==> run_1/cell_classes.png <==
(2 px per um) Fill, decap, tap and diode cells in grey.
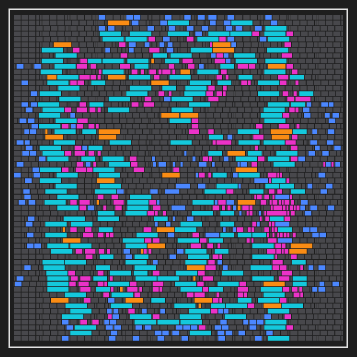
==> run_1/pins.png <==
(1.5 px per um) Pins as bars across the die edge, other pins in grey.
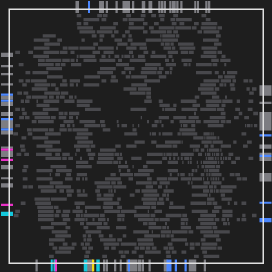
==> run_1/final_clocks.png <==
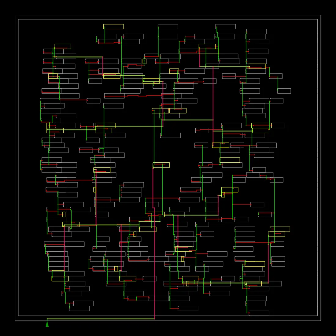
==> run_1/clock_map.png <==
(3 px per um)
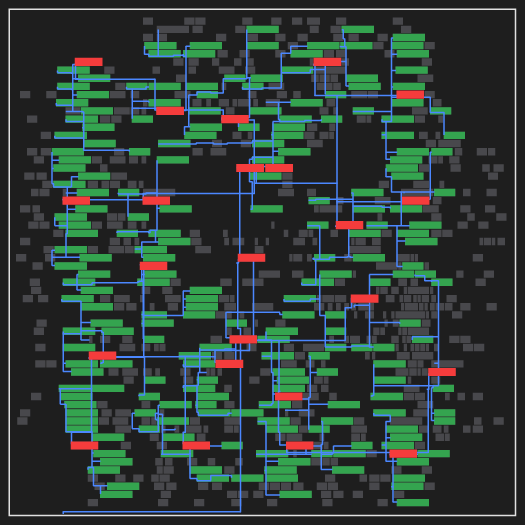
File: src/rtl/lc4_wb_arbiter_if.sv
// Writeback arbiter bus: per-channel producer results in, one registered
// writeback bundle out. Channel c occupies bits [c*W +: W] of every in_* bus.
interface lc4_wb_arbiter_if #(
   parameter int NCH   = 2,
   parameter int ROB_W = 2,
   parameter int PRD_W = 4
);
   logic [NCH-1:0]       in_valid;
   logic [NCH-1:0]       in_ready;
   logic [NCH*ROB_W-1:0] in_rob_index;
   logic [NCH*PRD_W-1:0] in_prd;
   logic [NCH-1:0]       in_regfile_we;
   logic [NCH-1:0]       in_nzp_we;
   logic [NCH*16-1:0]    in_rddata;
   logic [NCH*16-1:0]    in_pc_redirect;

   logic                 W_valid;
   logic [2:0]           W_channel;
   logic [ROB_W-1:0]     W_rob_index;
   logic [PRD_W-1:0]     W_prd;
   logic [15:0]          W_rddata;
   logic [15:0]          W_pc_redirect;
   logic [2:0]           W_nzp;
   logic                 W_regfile_we;
   logic                 W_nzp_we;

   modport master (
      output in_valid, in_rob_index, in_prd, in_regfile_we, in_nzp_we,
             in_rddata, in_pc_redirect,
      input  in_ready, W_valid, W_channel, W_rob_index, W_prd, W_rddata,
             W_pc_redirect, W_nzp, W_regfile_we, W_nzp_we
   );

   modport slave (
      input  in_valid, in_rob_index, in_prd, in_regfile_we, in_nzp_we,
             in_rddata, in_pc_redirect,
      output in_ready, W_valid, W_channel, W_rob_index, W_prd, W_rddata,
             W_pc_redirect, W_nzp, W_regfile_we, W_nzp_we
   );
endinterface

File: src/rtl/lc4_wb_arbiter.sv
// N-channel LC4 writeback stage: per-channel FIFOs drained one result per
// cycle by a round-robin arbiter into a registered writeback bundle.
module lc4_wb_arbiter #(
   parameter int NCH   = 2,
   parameter int DEPTH = 2,
   parameter int ROB_W = 2,
   parameter int PRD_W = 4
) (
   input  logic             clk,
   input  logic             rst,
   input  logic             gwe,
   input  logic             flush,
   lc4_wb_arbiter_if.slave  wb
);
   localparam int PW = (DEPTH > 1) ? $clog2(DEPTH) : 1;
   localparam int CW = $clog2(DEPTH + 1);
   localparam int RW = (NCH > 1) ? $clog2(NCH) : 1;
   localparam logic [CW-1:0] FULL = CW'(DEPTH);

   typedef struct packed {
      logic [ROB_W-1:0] rob_index;
      logic [PRD_W-1:0] prd;
      logic             regfile_we;
      logic             nzp_we;
      logic [15:0]      rddata;
      logic [15:0]      pc_redirect;
   } entry_t;

   entry_t        mem_q    [NCH][DEPTH];
   entry_t        mem_d    [NCH][DEPTH];
   logic [PW-1:0] wr_ptr_q [NCH];
   logic [PW-1:0] wr_ptr_d [NCH];
   logic [PW-1:0] rd_ptr_q [NCH];
   logic [PW-1:0] rd_ptr_d [NCH];
   logic [CW-1:0] cnt_q    [NCH];
   logic [CW-1:0] cnt_d    [NCH];
   logic [RW-1:0] rr_ptr_q, rr_ptr_d;
   logic          w_valid_q, w_valid_d;
   logic [RW-1:0] w_ch_q, w_ch_d;
   entry_t        w_ent_q, w_ent_d;

   logic [NCH-1:0] req, push, pop;
   logic           grant_any;
   logic [RW-1:0]  grant;

   // Round-robin search starting at rr_ptr, wrapping past the top channel.
   always_comb begin
      grant_any = 1'b0;
      grant     = '0;
      for (int unsigned c = 0; c < NCH; c++) req[c] = (cnt_q[c] != '0);
      for (int unsigned i = 0; i < NCH; i++) begin
         if (!grant_any && req[RW'((32'(rr_ptr_q) + i) % NCH)]) begin
            grant_any = 1'b1;
            grant     = RW'((32'(rr_ptr_q) + i) % NCH);
         end
      end
   end

   always_comb begin
      mem_d     = mem_q;
      wr_ptr_d  = wr_ptr_q;
      rd_ptr_d  = rd_ptr_q;
      cnt_d     = cnt_q;
      rr_ptr_d  = rr_ptr_q;
      w_valid_d = w_valid_q;
      w_ch_d    = w_ch_q;
      w_ent_d   = w_ent_q;
      push      = '0;
      pop       = '0;
      if (gwe) begin
         if (flush) begin
            for (int unsigned c = 0; c < NCH; c++) begin
               wr_ptr_d[c] = '0;
               rd_ptr_d[c] = '0;
               cnt_d[c]    = '0;
            end
            w_valid_d = 1'b0;
         end else begin
            w_valid_d = grant_any;
            if (grant_any) begin
               pop[grant] = 1'b1;
               w_ch_d     = grant;
               w_ent_d    = mem_q[grant][rd_ptr_q[grant]];
               rr_ptr_d   = RW'((32'(grant) + 1) % NCH);
            end
            // Readiness comes from the pre-edge count, so a full FIFO never
            // accepts even when it is popped on the same edge.
            for (int unsigned c = 0; c < NCH; c++) begin
               push[c] = wb.in_valid[c] && (cnt_q[c] != FULL);
               if (push[c]) begin
                  mem_d[c][wr_ptr_q[c]] = '{
                     rob_index:   wb.in_rob_index[c*ROB_W +: ROB_W],
                     prd:         wb.in_prd[c*PRD_W +: PRD_W],
                     regfile_we:  wb.in_regfile_we[c],
                     nzp_we:      wb.in_nzp_we[c],
                     rddata:      wb.in_rddata[c*16 +: 16],
                     pc_redirect: wb.in_pc_redirect[c*16 +: 16]
                  };
                  wr_ptr_d[c] = wr_ptr_q[c] + 1'b1;
               end
               if (pop[c]) rd_ptr_d[c] = rd_ptr_q[c] + 1'b1;
               cnt_d[c] = cnt_q[c] + CW'(push[c]) - CW'(pop[c]);
            end
         end
      end
   end

   always_ff @(posedge clk) begin
      if (rst) begin
         for (int unsigned c = 0; c < NCH; c++) begin
            wr_ptr_q[c] <= '0;
            rd_ptr_q[c] <= '0;
            cnt_q[c]    <= '0;
         end
         rr_ptr_q  <= '0;
         w_valid_q <= 1'b0;
         w_ch_q    <= '0;
         w_ent_q   <= '0;
      end else begin
         wr_ptr_q  <= wr_ptr_d;
         rd_ptr_q  <= rd_ptr_d;
         cnt_q     <= cnt_d;
         rr_ptr_q  <= rr_ptr_d;
         w_valid_q <= w_valid_d;
         w_ch_q    <= w_ch_d;
         w_ent_q   <= w_ent_d;
      end
   end

   // Storage is qualified by the counts, so it needs no reset.
   always_ff @(posedge clk) begin
      mem_q <= mem_d;
   end

   always_comb begin
      wb.in_ready = '0;
      for (int unsigned c = 0; c < NCH; c++) wb.in_ready[c] = (cnt_q[c] != FULL);
      wb.W_valid       = w_valid_q;
      wb.W_channel     = 3'(w_ch_q);
      wb.W_rob_index   = w_ent_q.rob_index;
      wb.W_prd         = w_ent_q.prd;
      wb.W_rddata      = w_ent_q.rddata;
      wb.W_pc_redirect = w_ent_q.pc_redirect;
      if (w_ent_q.rddata[15])          wb.W_nzp = 3'b100;
      else if (w_ent_q.rddata == '0)   wb.W_nzp = 3'b010;
      else                             wb.W_nzp = 3'b001;
      wb.W_regfile_we  = w_ent_q.regfile_we & w_valid_q;
      wb.W_nzp_we      = w_ent_q.nzp_we & w_valid_q;
   end
endmodule
File: src/flat_wrapper.sv
// flat-port wrapper written by rule: the top's interface ports become plain ports
module lc4_wb_arbiter_flat 
#(
   parameter int NCH   = 2,
   parameter int DEPTH = 2,
   parameter int ROB_W = 2,
   parameter int PRD_W = 4
)
  (clk, rst, gwe, flush, wb_in_valid, wb_in_rob_index, wb_in_prd, wb_in_regfile_we, wb_in_nzp_we, wb_in_rddata, wb_in_pc_redirect, wb_in_ready, wb_W_valid, wb_W_channel, wb_W_rob_index, wb_W_prd, wb_W_rddata, wb_W_pc_redirect, wb_W_nzp, wb_W_regfile_we, wb_W_nzp_we);
  lc4_wb_arbiter_if #(.NCH(NCH), .ROB_W(ROB_W), .PRD_W(PRD_W)) wb_i ();
  input  logic clk;
  input  logic rst;
  input  logic gwe;
  input  logic flush;
  input wire logic [$bits(wb_i.in_valid)-1:0] wb_in_valid;
  input wire logic [$bits(wb_i.in_rob_index)-1:0] wb_in_rob_index;
  input wire logic [$bits(wb_i.in_prd)-1:0] wb_in_prd;
  input wire logic [$bits(wb_i.in_regfile_we)-1:0] wb_in_regfile_we;
  input wire logic [$bits(wb_i.in_nzp_we)-1:0] wb_in_nzp_we;
  input wire logic [$bits(wb_i.in_rddata)-1:0] wb_in_rddata;
  input wire logic [$bits(wb_i.in_pc_redirect)-1:0] wb_in_pc_redirect;
  output wire logic [$bits(wb_i.in_ready)-1:0] wb_in_ready;
  output wire logic [$bits(wb_i.W_valid)-1:0] wb_W_valid;
  output wire logic [$bits(wb_i.W_channel)-1:0] wb_W_channel;
  output wire logic [$bits(wb_i.W_rob_index)-1:0] wb_W_rob_index;
  output wire logic [$bits(wb_i.W_prd)-1:0] wb_W_prd;
  output wire logic [$bits(wb_i.W_rddata)-1:0] wb_W_rddata;
  output wire logic [$bits(wb_i.W_pc_redirect)-1:0] wb_W_pc_redirect;
  output wire logic [$bits(wb_i.W_nzp)-1:0] wb_W_nzp;
  output wire logic [$bits(wb_i.W_regfile_we)-1:0] wb_W_regfile_we;
  output wire logic [$bits(wb_i.W_nzp_we)-1:0] wb_W_nzp_we;
  assign wb_i.in_valid = wb_in_valid;
  assign wb_i.in_rob_index = wb_in_rob_index;
  assign wb_i.in_prd = wb_in_prd;
  assign wb_i.in_regfile_we = wb_in_regfile_we;
  assign wb_i.in_nzp_we = wb_in_nzp_we;
  assign wb_i.in_rddata = wb_in_rddata;
  assign wb_i.in_pc_redirect = wb_in_pc_redirect;
  assign wb_in_ready = wb_i.in_ready;
  assign wb_W_valid = wb_i.W_valid;
  assign wb_W_channel = wb_i.W_channel;
  assign wb_W_rob_index = wb_i.W_rob_index;
  assign wb_W_prd = wb_i.W_prd;
  assign wb_W_rddata = wb_i.W_rddata;
  assign wb_W_pc_redirect = wb_i.W_pc_redirect;
  assign wb_W_nzp = wb_i.W_nzp;
  assign wb_W_regfile_we = wb_i.W_regfile_we;
  assign wb_W_nzp_we = wb_i.W_nzp_we;
  lc4_wb_arbiter #(.NCH(NCH), .DEPTH(DEPTH), .ROB_W(ROB_W), .PRD_W(PRD_W)) u_core (.clk(clk), .rst(rst), .gwe(gwe), .flush(flush), .wb(wb_i));
endmodule
File: config.mk
export PLATFORM = sky130hd
export DESIGN_NAME = lc4_wb_arbiter_flat
export DESIGN_NICKNAME = d
export VERILOG_FILES = /design/src/rtl/lc4_wb_arbiter_if.sv /design/src/rtl/lc4_wb_arbiter.sv /design/src/flat_wrapper.sv
export SDC_FILE = /design/constraint.sdc
export NUM_CORES = 1
export LEC_CHECK = 0
export CORE_MARGIN = 1.5
export CORE_UTILIZATION = 32
export DETAILED_ROUTE_END_ITERATION = 12
export GPL_ROUTABILITY_DRIVEN = 0
export GPL_TIMING_DRIVEN = 0
export PLACE_DENSITY = 0.51
export SETUP_SLACK_MARGIN = 0.4
export SYNTH_ARGS = -nofsm -noshare
export SYNTH_HDL_FRONTEND = slang
export SYNTH_SLANG_ARGS = --single-unit
export TNS_END_PERCENT = 1
File: constraint.sdc
create_clock -name clk -period 2.9 [get_ports clk]
set_input_delay 0.58 -clock clk [delete_from_list [all_inputs] [get_ports clk]]
set_output_delay 0.58 -clock clk [all_outputs]
set_load 0.01 [all_outputs]
==> flow_metrics.tcl, run 1 <==
# flow metrics
set metrics [dict create \
    whs_ns 0.459 \
    cts.path.max_buffers 3 \
    final_cells 1076 \
    ys_types 38 \
    swShare_pct 20.3 \
    synthArstFlopShare_pct 0 \
    avgRoutedWirePerCell_um 18.3 \
    tool_warnings 27 \
    path_class "reg2out" \
    cts_sinks 211 \
    fin_ws_ns 0.499 \
    power_frac_comb_pct 9.4 \
    slowest_delay_ns 0.40 \
    synth-edff-count 160 \
    layout_top_cells "160 x edfxtp_1, 130 x clkdlybuf4s50_1, 80 x mux2i_1, 50 x dfxtp_1, 43 x buf_4" \
    reg2reg_slack_ns 0.67 \
    wirelength_mm 19.7 \
    dp.cells 1033 \
    overflow 0 \
    required_ns 2.32 \
    vias 4923 \
    lay_top_count "edfxtp_1" \
    max_slew_margin_pct 58.0 \
    status "completed" \
    crit_arrival_ns 1.82 \
    cts_root_buffer "clkbuf_16" \
    rsz0062_at_grt "false" \
    p_per_area_nw_per_um2 638 \
    crit_buf_inv 2 \
    ys_seq_share_pct 66.6 \
    grt_use_total_pct 14.0 \
    tns_ns 0 \
    critPathTopFamily "simple AND/OR/NAND/NOR gates" \
    slowest_stage "dfxtp_4" \
    syn_area_per_cell_um2 15.7 \
    crit_path_start_kind "flop" \
    dpl.hpwl_mm 13.4 \
    htree_num_levels 1 \
    timing.fmax_ghz 0.416 \
    ys_cells 555 \
    total_power_w 0.00732 \
    fillCellCount 2473 \
    nets 808 \
    cts_tree "yes" \
    cp-end-kind "primary output" \
    worstMarginPinSlew_ns 0.630 \
    synthFlopType "edfxtp_1" \
    fp-utilization_pct 32.5 \
    area_delta_synth_final_pct 31.3 \
    setup_violations 0 \
    antenna_found_initial 1 \
    drv_cap 0 \
    cts.hold.buffers_added 0 \
    grt_pass1_wl_mm 29.8 \
    critPathMaxFanout 5 \
    vdd_drop_max_mv 0.300 \
    netlist_instances 555 \
    drtIter0Drc 223 \
    yosysWarningCount 0 \
    maxSlewViolCount 0 \
    antenna_left 0 \
    die_area_um2 28300 \
    grt_pass1_vias 5264 \
    avgViaCountPerCell 4.58 \
    ys_area_um2 8740 \
    synth_area_um2 8740 \
    post-route-min-period_ns 2.40 \
    leakagePower_nw 4.00 \
    hold_viol 0 \
    io-pin-count 135 \
    firstDrtPassIters 4 \
    p_seq_share_pct 45.9 \
    drive_gt1_share_pct 25.7 \
    crit_path_cell_trace "nor4_4, and4_1, buf_4, dlygate4sd2_1" \
    p_sw_w 0.00149 \
    intPower_w 0.00583 \
    drcViolationCount 0 \
    grt_max_degree 29 \
    clkTransAtPathRegs_ns 0.06 \
    hp-class "reg2reg" \
    pre_cts_ws_ns 0.0630 \
    ys_seq_elements 211 \
    post-route-period-util_pct 82.8 \
]
-- cell_classes.png (at the start) --
Cyan is flops, cells 211, share of their area 53%. Magenta is all other logic, cells 274, share of their area 22%. Orange is clock drivers and dummy loads, cells 41, share of their area 7.7%. Blue is other buffers and delay cells, cells 208, share of their area 18%.
CORE AREA: 26,900 um^2
Core Util, Final: 42.7%
row cnt: 60
sequential cell area share: 50.8%
Final Cell Area: 11,500 um^2

-- pins.png (at the start) --
Blue is wb_W_pc_redirect, pins 16, direction output, edge 6 bottom, 5 right, 4 left, 1 top. Yellow is wb_W_valid, pins 1, direction output, edge bottom. Magenta is wb_in_rob_index, pins 4, direction input, edge 3 left, 1 bottom. Cyan is wb_in_prd, pins 8, direction input, edge 6 bottom, 2 left.
All pins by edge: 41 bottom, 35 left, 30 top, 29 right.
IO buf count: 132
Chip Width: 168 um

-- final_clocks.png (at the start) --
clk pwr: 0.00327 W
clock buffers: 28
Final Skew: 0.0102 ns
flip-flops: 211
Inserted Clock Buffers: 23

-- clock_map.png (at the start) --
Blue is clock wires, length 2,660 um. Red is cells driving clock nets, count 23. Green is flip-flops, count 211.
Position of the flops: all over the die.
clk_lat worst skew: 0.50 ns
clock group share of total power: 44.7%

## run 1: sequential cells by signal (all words and copies together) (netlist names)
signal,cells
u_core.rd_ptr_q,2
u_core.wb.W_prd,4
u_core.wb.W_rob_index,2
u_core.rr_ptr_q,1
u_core.cnt_q,4
u_core.w_ent_q,2
u_core.wb.W_valid,1
u_core.wb.W_pc_redirect,16
u_core.mem_q,160
u_core.wb.W_rddata,16
u_core.wr_ptr_q,2
u_core.w_ch_q,1
## run 1: synth_stat cells, types with 3 or more instances
cell,instances,area (um^2)
a21oi_1,7,35.0
a22oi_1,3,22.5
buf_12,4,80.1
buf_2,11,55.1
buf_4,42,315
buf_6,5,56.3
clkbuf_1,9,33.8
dfxtp_1,51,1020
edfxtp_1,160,4800
ha_1,4,50.1
inv_1,10,37.5
mux2_2,3,33.8
mux2_4,37,556
mux2i_1,80,801
nand2_1,7,26.3
nand3_1,40,200
nor2_1,8,30.0
nor4_1,4,25.0
o21ai_0,5,25.0
o21ai_1,4,20.0
o21ai_2,37,324
## run 1: through the flow
step           utilization (%)  instance area [um^2]
3_3_place_gp              39.0                 10500
6_report                  42.7                 11500
2_1_floorplan                -                  8740
5_1_grt                   42.7                 11500
4_1_cts                   42.7                 11500
3_5_place_dp              39.3                 10600
## run 1: repair_timing
action,CTS,global route
gates resized,8,1
setup endpoints to repair,2,1
pin swaps,1,1
buffers inserted,0,1
## run 1: worst min-delay path: cells and delay by family (launching register included)
family          cells  cell delay, ns
simple gates        1            0.06
flops               1            0.31
compound gates      1            0.05
## run 1: layer usage
metal	GRT usage [%]	up-vias	wire length [um]
li1	-	2371	-
met1	17.4	2405	8550
met3	2.54	27	879
met5	0	-	0
met4	4.00	0	331
met2	24.7	120	9900
## run 1: area by class of cell
type	count	area (um^2)	share of cell area [%]
inverter	11	41.3	0.360
antenna	1	2.50	0.0218
buffer	71	541	4.71
clock buffer	28	614	5.35
sequential	211	5830	50.8
timing repair buffer	137	1410	12.3
tap	341	427	3.72
multi-input combinational	263	2380	20.7
clock inverter	13	236	2.06
## run 1: kinds of logic (layout without fill, tap and decap cells)
family	count (synthesis)	after routing	synth area share, %
AOI/OAI and AO/OA	62	62	5.71
xor gates and xnor gates	2	2	0.200
adders and majority gates	4	4	0.573
buffers and inverters	82	260	6.66
DFF	211	211	66.6
muxes	120	120	15.9
other	1	3	0.0429
and+or+nand+nor	73	73	4.27
## run 1: power groups by stage
stage / Clock (W) / Combinational [W] / Sequential, W
CTS: 0.00335 / 0.000695 / 0.00336
finish: 0.00327 / 0.000688 / 0.00336
floorplan: 0 / 0.000383 / 0.00342
detailed placement: 0 / 0.000692 / 0.00343
global placement: 0 / 0.000670 / 0.00343
global route: 0.00345 / 0.000740 / 0.00337
## run 1: final timing paths
check,start,endpoint,depth (start not counted)
worst max-delay path,u_core.wb.W_rddata[15],wb_W_nzp[1],4
worst min-delay path,u_core.wb.W_rob_index[1],u_core.wb.W_rob_index[1],2
worst max register to register,u_core.cnt_q[3],u_core.cnt_q[1],11
worst min register to register,u_core.wb.W_rob_index[1],u_core.wb.W_rob_index[1],2
==> run 2: changes to the inputs <==
--- a/config.mk
+++ b/config.mk
@@ -10,7 +10,7 @@
 export DETAILED_ROUTE_END_ITERATION = 12
 export GPL_ROUTABILITY_DRIVEN = 0
 export GPL_TIMING_DRIVEN = 0
-export PLACE_DENSITY = 0.51
+export PLACE_DENSITY = 0.53
 export SETUP_SLACK_MARGIN = 0.4
 export SYNTH_ARGS = -nofsm -noshare
 export SYNTH_HDL_FRONTEND = slang
==> constraint.sdc (replaced) <==
create_clock -name clk -period 2 [get_ports clk]
set_input_delay 0.4 -clock clk [delete_from_list [all_inputs] [get_ports clk]]
set_output_delay 0.4 -clock clk [all_outputs]
set_load 0.01 [all_outputs]
==> run 2 against run 1 <==
Effect of this change:
- the flow now finishes with violations (setup timing)
- global-route usage grew 0.73 points
- die size is the same
- synthesized cell count is the same
- synthesized area is the same
- clock skew grew 0.0058 ns
- largest power group unchanged
- design area shrank 0.18%
- critical endpoint unchanged
==> flow_metrics.tcl, run 2 <==
# flow metrics
set metrics [dict create \
    status "finished with violations" \
    violations "setup timing" \
    diodes 0 \
    required_ns 1.60 \
    vdd_drop_max_mv 0.578 \
    post-route-min-period_ns 2.01 \
    reg2regPathDepth 10 \
    rows 60 \
    synth_area_um2 8740 \
    largest-register "u_core.mem_q" \
    p_per_area_nw_per_um2 844 \
    clkTransAtPathRegs_ns 0.06 \
    drive_gt1_share_pct 38.5 \
    reg2reg_to "u_core.cnt_q[1]" \
    synth-edff-count 160 \
    hold_viol 0 \
    synthArstFlopShare_pct 0 \
    leakagePower_nw 4.05 \
    core_area_um2 26900 \
    layout_top_cells "160 x edfxtp_1, 83 x clkdlybuf4s50_1, 80 x mux2i_1, 79 x buf_4" \
    avgRoutedWirePerCell_um 19.3 \
    antenna_found_initial 1 \
    clkPwrFrac_pct 38.4 \
    cts_tree "yes" \
    nets 815 \
    yosysWarningCount 0 \
    cts_root_buffer "clkbuf_16" \
    netlist_top_cells_count "160 x edfxtp_1, 80 x mux2i_1, 51 x dfxtp_1, 42 x buf_4, 40 x nand3_1" \
    die_w_um 168 \
    cts.hold.buffers_added 0 \
    worstMarginPinSlew_ns 0.711 \
    p_sw_w 0.00211 \
    ys_seq_elements 211 \
    power_frac_comb_pct 11.1 \
    ys_types 38 \
    most_common_cell "edfxtp_1" \
    reg2reg_slack_ns 0.04 \
    die_area_um2 28300 \
    final_cells 1082 \
    maxSlewViolCount 0 \
    p_seq_share_pct 50.4 \
    ys_area_um2 8740 \
    hold_end "u_core.w_ent_q[32]" \
    io-pin-count 135 \
    synthFlopType "edfxtp_1" \
    cp-end-kind "primary output" \
    setup_violations 1 \
    intPower_w 0.00755 \
    crit_path_cell_trace "nor4_4, and4_4, buf_4, buf_6" \
    drcViolationCount 0 \
    avgViaCountPerCell 4.63 \
    fin_ws_ns -0.0106 \
    overflow 0 \
    fp-utilization_pct 32.5 \
    synthTopCellsByArea "edfxtp_1 55%, dfxtp_1 12%, mux2i_1 9.2%" \
    swShare_pct 21.9 \
    hp-class "reg2reg" \
    tool_warnings 29 \
    ys_cells 555 \
    grt_max_degree 41 \
    area_delta_synth_final_pct 31.1 \
    logic_area_um2 2520 \
    max_slew_margin_pct 52.6 \
    lay_top_count "edfxtp_1" \
    grt_pass1_vias 5355 \
    dpl.hpwl_mm 12.7 \
    timing.fmax_ghz 0.497 \
    yosysTopAreaCell "edfxtp_1" \
    hold_depth 2 \
    hp-start "u_core.w_ent_q[32]" \
    drtIter0Drc 219 \
    cts.path.max_buffers 3 \
    antenna_left 0 \
    path_class "reg2out" \
    firstDrtPassIters 4 \
    die_h_um 168 \
    r2r-start "u_core.cnt_q[0]" \
    largest_reg_flops 160 \
    grt_use_total_pct 14.7 \
    top_cell_area_share_pct 55.0 \
    rsz0062_at_grt "true" \
    flop_area_um2 5870 \
    crit_path_start_kind "flop" \
    fillCellCount 2469 \
    port-buffer-count 132 \
    slowest_stage "dfxtp_4" \
    slowest_delay_ns 0.36 \
    post-route-period-util_pct 101 \
    dp.cells 1029 \
    netlist_instances 555 \
    critPathMaxFanout 3 \
    drv_cap 0 \
    crit_arrival_ns 1.61 \
    grt_pass1_wl_mm 31.0 \
    syn_area_per_cell_um2 15.7 \
    clk_latency_ns 0.50 \
    ys_seq_share_pct 66.6 \
    htree_num_levels 1 \
    total_power_w 0.00967 \
]
## run 2: cell counts after synthesis
No cell type changed its count.
## run 2: per-layer routing
| layer | routed length, um | part of all wire, % | up-vias | GRT usage, % |
|---|---|---|---|---|
| met1 | 8770 | 42 | 2457 | 17.8 |
| met3 | 1030 | 4.9 | 24 | 2.66 |
| met5 | 12 | 0.058 | - | 0 |
| li1 | - | - | 2384 | - |
| met2 | 10700 | 51 | 143 | 26.8 |
| met4 | 310 | 1.5 | 2 | 3.96 |
## run 2: critical path: cells and delay by family (launching register included)
kind | cells | cell delay [ns]
DFF | 1 | 0.36
buffers and inverters | 2 | 0.20
and+or+nand+nor | 2 | 0.56
## run 2: through the flow
step | worst slack (ns) | area [um^2] | hold WS, ns | utilization, % | setup TNS, ns
global placement | -1.09 | 10500 | 0.451 | 39.2 | -160.69
finish | -0.0106 | 11500 | 0.469 | 42.6 | -0.0106
global route | -0.0939 | 11500 | 0.462 | 42.6 | -0.259
floorplan | 0.198 | 8780 | 0.437 | - | 0
CTS | -0.0557 | 11400 | 0.454 | 42.2 | -0.0902
detailed placement | -1.10 | 10500 | 0.457 | 39.2 | -166.71
## run 2: logic make-up after synthesis
logic type / after synthesis / synth area share, %
AOI/OAI and AO/OA: 62 / 5.71
xor gates and xnor gates: 2 / 0.200
adders and majority gates: 4 / 0.573
buffers and inverters: 82 / 6.66
DFF: 211 / 66.6
muxes: 120 / 15.9
other: 1 / 0.0429
and+or+nand+nor: 73 / 4.27
## run 2: power groups by stage
stage	logic, W	registers, W	clock network, W
2_1_floorplan	0.000562	0.00495	0
3_3_place_gp	0.000977	0.00497	0
3_5_place_dp	0.000995	0.00497	0
4_1_cts	0.00105	0.00488	0.00382
5_1_grt	0.00116	0.00488	0.00400
6_report	0.00108	0.00488	0.00372
## run 2: worst max-delay path by stage
stage	cells past startpoint	endpoint	slack, ns	from
floorplan	4	u_core.mem_q[120]	0.20	u_core.cnt_q[3]
global placement	4	u_core.mem_q[42]	-1.09	flush
detailed placement	4	u_core.mem_q[42]	-1.10	flush
CTS	4	wb_W_nzp[1]	-0.06	u_core.wb.W_rddata[5]
global route	4	wb_W_nzp[1]	-0.09	u_core.wb.W_rddata[2]
finish	4	wb_W_nzp[1]	-0.01	u_core.wb.W_rddata[6]
## run 2: layout make-up
cell class	count	share of cell area, %
sequential	211	51.2
multi-input combinational	263	22.0
timing repair buffer	139	11.2
clock buffer	30	5.34
buffer	71	5.31
tap	341	3.72
inverter	11	0.426
clock inverter	10	0.415
timing repair inverter	6	0.393
## run 2: repair_timing
item,in CTS,in global routing
pin swaps,56,51
setup buffers,4,3
resized,137,22
gates cloned,6,0
setup endpoints to repair,252,215
==> run_2/met2.png <==
(2 px per um) Cells faint in the background.
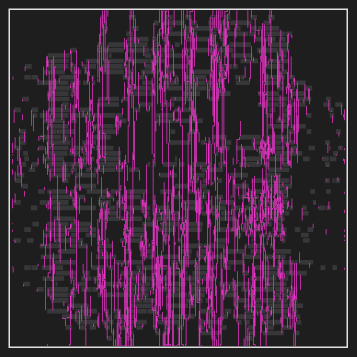
The wires run mostly vertical. The longest straight run is 67.3 um. The layer carries 10,700 um of wire. 709 nets have wire on it.
Detailed Route WL: 20.8 mm
met2 Resource Use GR: 26.8%
via count: 5,010

==> run_2/final_clocks.png <==
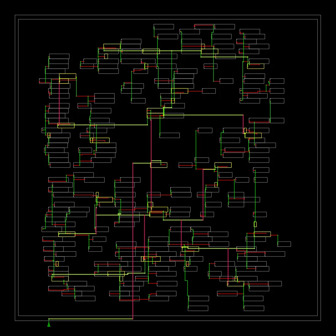
clk sink count: 211
clk pwr: 0.00372 W
Inserted Clock Buffers: 22
clock buffers: 30
Final Skew: 0.0160 ns

Power figures rest on the tool's default switching activity, not on a simulated workload.
